### Congestion heat map

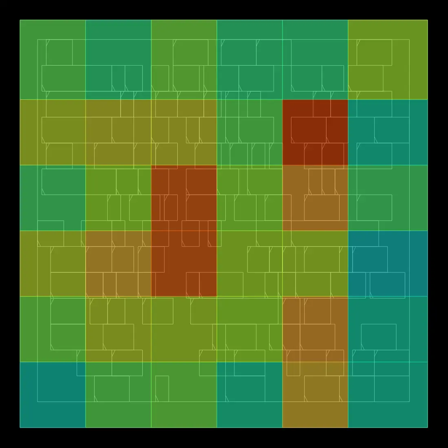
### M3 wires

Scale bar: 10 um.
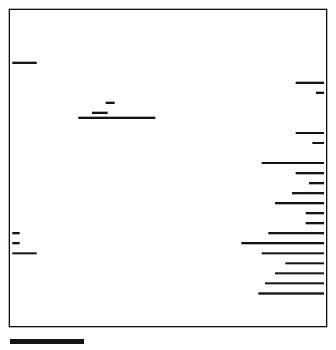
**src/rtl/mcp_controller.sv**
```systemverilog
// Multicycle MIPS control unit: Moore state sequencer plus ALU decoder.
// Drives every datapath select and enable for lw, sw, R-type, beq, addi and j.
module mcp_controller (
    input  logic       clk_i,
    input  logic       rst_i,
    input  logic [5:0] op_i6,
    input  logic [5:0] funct_i6,
    input  logic       zero_i,
    output logic       iord_o,
    output logic       memwrite_o,
    output logic       irwrite_o,
    output logic       regdst_o,
    output logic       memtoreg_o,
    output logic       regwrite_o,
    output logic       alusrca_o,
    output logic [1:0] alusrcb_o2,
    output logic [1:0] pcsrc_o2,
    output logic       pcen_o,
    output logic [2:0] alucontrol_o3,
    output logic [3:0] state_o4
);

    typedef enum logic [3:0] {
        FETCH   = 4'd0,
        DECODE  = 4'd1,
        MEMADR  = 4'd2,
        MEMRD   = 4'd3,
        MEMWB   = 4'd4,
        MEMWR   = 4'd5,
        EXECUTE = 4'd6,
        ALUWB   = 4'd7,
        BRANCH  = 4'd8,
        ADDIEX  = 4'd9,
        ADDIWB  = 4'd10,
        JUMP    = 4'd11
    } state_t;

    localparam logic [5:0] OP_LW    = 6'b100011;
    localparam logic [5:0] OP_SW    = 6'b101011;
    localparam logic [5:0] OP_RTYPE = 6'b000000;
    localparam logic [5:0] OP_BEQ   = 6'b000100;
    localparam logic [5:0] OP_ADDI  = 6'b001000;
    localparam logic [5:0] OP_J     = 6'b000010;

    state_t     state;
    state_t     next_state;
    state_t     out_state;
    logic       pcwrite;
    logic       branch;
    logic       irwrite;
    logic       memwrite;
    logic       regwrite;
    logic [1:0] aluop;

    always_ff @(posedge clk_i) begin
        if (rst_i)
            state <= FETCH;
        else
            state <= next_state;
    end

    always_comb begin
        next_state = FETCH;
        case (state)
            FETCH:   next_state = DECODE;
            DECODE: begin
                case (op_i6)
                    OP_LW, OP_SW: next_state = MEMADR;
                    OP_RTYPE:     next_state = EXECUTE;
                    OP_BEQ:       next_state = BRANCH;
                    OP_ADDI:      next_state = ADDIEX;
                    OP_J:         next_state = JUMP;
                    default:      next_state = FETCH;
                endcase
            end
            MEMADR:  next_state = (op_i6 == OP_SW) ? MEMWR : MEMRD;
            MEMRD:   next_state = MEMWB;
            EXECUTE: next_state = ALUWB;
            ADDIEX:  next_state = ADDIWB;
            default: next_state = FETCH;
        endcase
    end

    // Outputs decode from FETCH while reset is held so the datapath sees a
    // clean fetch setup, with every write enable suppressed below.
    always_comb begin
        out_state     = rst_i ? FETCH : state;
        iord_o        = 1'b0;
        memwrite      = 1'b0;
        irwrite       = 1'b0;
        regdst_o      = 1'b0;
        memtoreg_o    = 1'b0;
        regwrite      = 1'b0;
        alusrca_o     = 1'b0;
        alusrcb_o2    = 2'b00;
        pcsrc_o2      = 2'b00;
        pcwrite       = 1'b0;
        branch        = 1'b0;
        aluop         = 2'b00;
        case (out_state)
            FETCH: begin
                alusrcb_o2 = 2'b01;
                irwrite    = 1'b1;
                pcwrite    = 1'b1;
            end
            DECODE:  alusrcb_o2 = 2'b11;
            MEMADR: begin
                alusrca_o  = 1'b1;
                alusrcb_o2 = 2'b10;
            end
            MEMRD:   iord_o = 1'b1;
            MEMWB: begin
                memtoreg_o = 1'b1;
                regwrite   = 1'b1;
            end
            MEMWR: begin
                iord_o   = 1'b1;
                memwrite = 1'b1;
            end
            EXECUTE: begin
                alusrca_o = 1'b1;
                aluop     = 2'b10;
            end
            ALUWB: begin
                regdst_o = 1'b1;
                regwrite = 1'b1;
            end
            BRANCH: begin
                alusrca_o = 1'b1;
                aluop     = 2'b01;
                pcsrc_o2  = 2'b01;
                branch    = 1'b1;
            end
            ADDIEX: begin
                alusrca_o  = 1'b1;
                alusrcb_o2 = 2'b10;
            end
            ADDIWB:  regwrite = 1'b1;
            JUMP: begin
                pcsrc_o2 = 2'b10;
                pcwrite  = 1'b1;
            end
            default: ;
        endcase
    end

    assign state_o4   = out_state;
    assign irwrite_o  = irwrite & ~rst_i;
    assign memwrite_o = memwrite & ~rst_i;
    assign regwrite_o = regwrite & ~rst_i;
    assign pcen_o     = (pcwrite | (branch & zero_i)) & ~rst_i;

    always_comb begin
        alucontrol_o3 = 3'b010;
        case (aluop)
            2'b01: alucontrol_o3 = 3'b110;
            2'b10: begin
                case (funct_i6)
                    6'b100010: alucontrol_o3 = 3'b110;
                    6'b100100: alucontrol_o3 = 3'b000;
                    6'b100101: alucontrol_o3 = 3'b001;
                    6'b101010: alucontrol_o3 = 3'b111;
                    default:   alucontrol_o3 = 3'b010;
                endcase
            end
            default: alucontrol_o3 = 3'b010;
        endcase
    end

endmodule
```
**config.mk**
```make
export PLATFORM = sky130hd
export DESIGN_NAME = mcp_controller
export DESIGN_NICKNAME = d
export VERILOG_FILES = /design/src/rtl/mcp_controller.sv
export SDC_FILE = /design/constraint.sdc
export NUM_CORES = 1
export LEC_CHECK = 0
export CORE_MARGIN = 1.5
export CORE_UTILIZATION = 36
export DETAILED_ROUTE_END_ITERATION = 7
export GPL_TIMING_DRIVEN = 0
export PLACE_DENSITY_LB_ADDON = 0.05
export SYNTH_ARGS = -nofsm -noshare
export SYNTH_HDL_FRONTEND = slang
export SYNTH_SLANG_ARGS = --single-unit
```
**constraint.sdc**
```tcl
create_clock -name clk_i -period 2.5 [get_ports clk_i]
set_input_delay 0.25 -clock clk_i [delete_from_list [all_inputs] [get_ports clk_i]]
set_output_delay 0.25 -clock clk_i [all_outputs]
set_load 0.03 [all_outputs]
```
==> flow_summary.toml <==
# implementation run metrics
[floorplan]
design.core.area_um2 = 1489
die.size.y_um = 42.86
die_x_um = 42.86
fp_util_pct = 38.40
num_io_pins = 34
nWellTaps = 16

[cts]
postCtsHoldBufs = 0
clock-sinks = 4
cts.clk_slew.worst_paths_ns = 0.03

[worst_hold_path]
whs_endpoint = "state[2]"
hold_start = "op_i6[3]"
hold_depth = 3
min_path_type = "in2reg"

[setup_path]
startpoint = "state[1]"
crit_top_cell = "or3b_4"
critPathSlowestCell = "or3b_4"
critical-path-top-delay-family = "simple AND/OR/NAND/NOR gates"
required_ns = 2.25
crit_path_end = "alucontrol_o3[0]"
cpPeakStageDelay_ns = 0.41
rr_endpoint = "state[1]"
path_depth = 8
worstReg2RegStart = "state[0]"

[detailed_routing]
top_layer = "met3"
drt-pass1-iter-count = 4
routedWlPerCell_um = 13.09
met3_length_um = 111
wl_met2_um = 866
drt-initial-drc-count = 18
drc_errors = 0

[timing]
period_used_pct = 97.97
slew_headroom_pct = 60.91
finalHoldViolCount = 0
worst_pin_slew_ns = 0.5782
setup_tns_ns = 0

[cells_and_area]
final_nets = 141
fin_cells = 138
area_growth_pct = 71.55
buffers = 39
comb_cells = 72
fin_area_um2 = 980.9
buf_share_pct = 35.59
layout_top_cells = "clkdlybuf4s50_1 (29), nor2_1 (9), nand2_1 (7)"
seq_share_pct = 8.418
inv_count = 4
sh_comb_area_pct = 50.13
logic_area_um2 = 491.7
largest_class = "combinational gates"
largest_reg_flops = 4

[yosys]
adder_share_pct = 4.376
synthTopCellsByCount = "nor2_1 (9), nand2_1 (7), nor3_1 (7), nor2b_1 (6), clkbuf_1 (5)"
aoi_share_pct = 20.79
syn_area_per_cell_um2 = 6.649
netlist_area_um2 = 571.8
mux_share_pct = 0
ys_sh_simple_pct = 49.45
ys_cells = 86
synth_top_area_share_pct = 14.00

[power_and_ir_drop]
p_comb_mw = 0.0963
internal_power_mw = 0.1669
peakVddDrop_v = 0.0002561
leakagePower_nw = 0.3788
switching_share_pct = 30.29
seq-power_mw = 0.0682
powerDensity_nw_per_um2 = 244.1
p_clk_mw = 0.0749

[flow_run]
cap_violations = 0

[place]
placed_area_um2 = 912.1
place.gp.congestion = 0.8242
place_ws_ns = -0.4490
hpwl_um = 1350

[grt]
grt-ovfl-total = 0
grt_max_degree = 11
gr-usage-met1_pct = 24.62
antenna_found_initial = 0
grt_use_met3_pct = 4.255

[outcome]
status = "finished, final reports clean"
Notes on 'Congestion heat map' above:
Top Usage Layer GRT: met2
met2 usage: 34.55%
GRT Overall Usage: 20.26%
Layout Utilization: 65.88%

Notes on 'M3 wires' above:
The wires run mostly horizontal. 25 nets have wire on it. The layer holds 6.2% of the routed length. The longest straight run is 10.9 um.
Vias: 754
Routed Wire Length: 1807 um

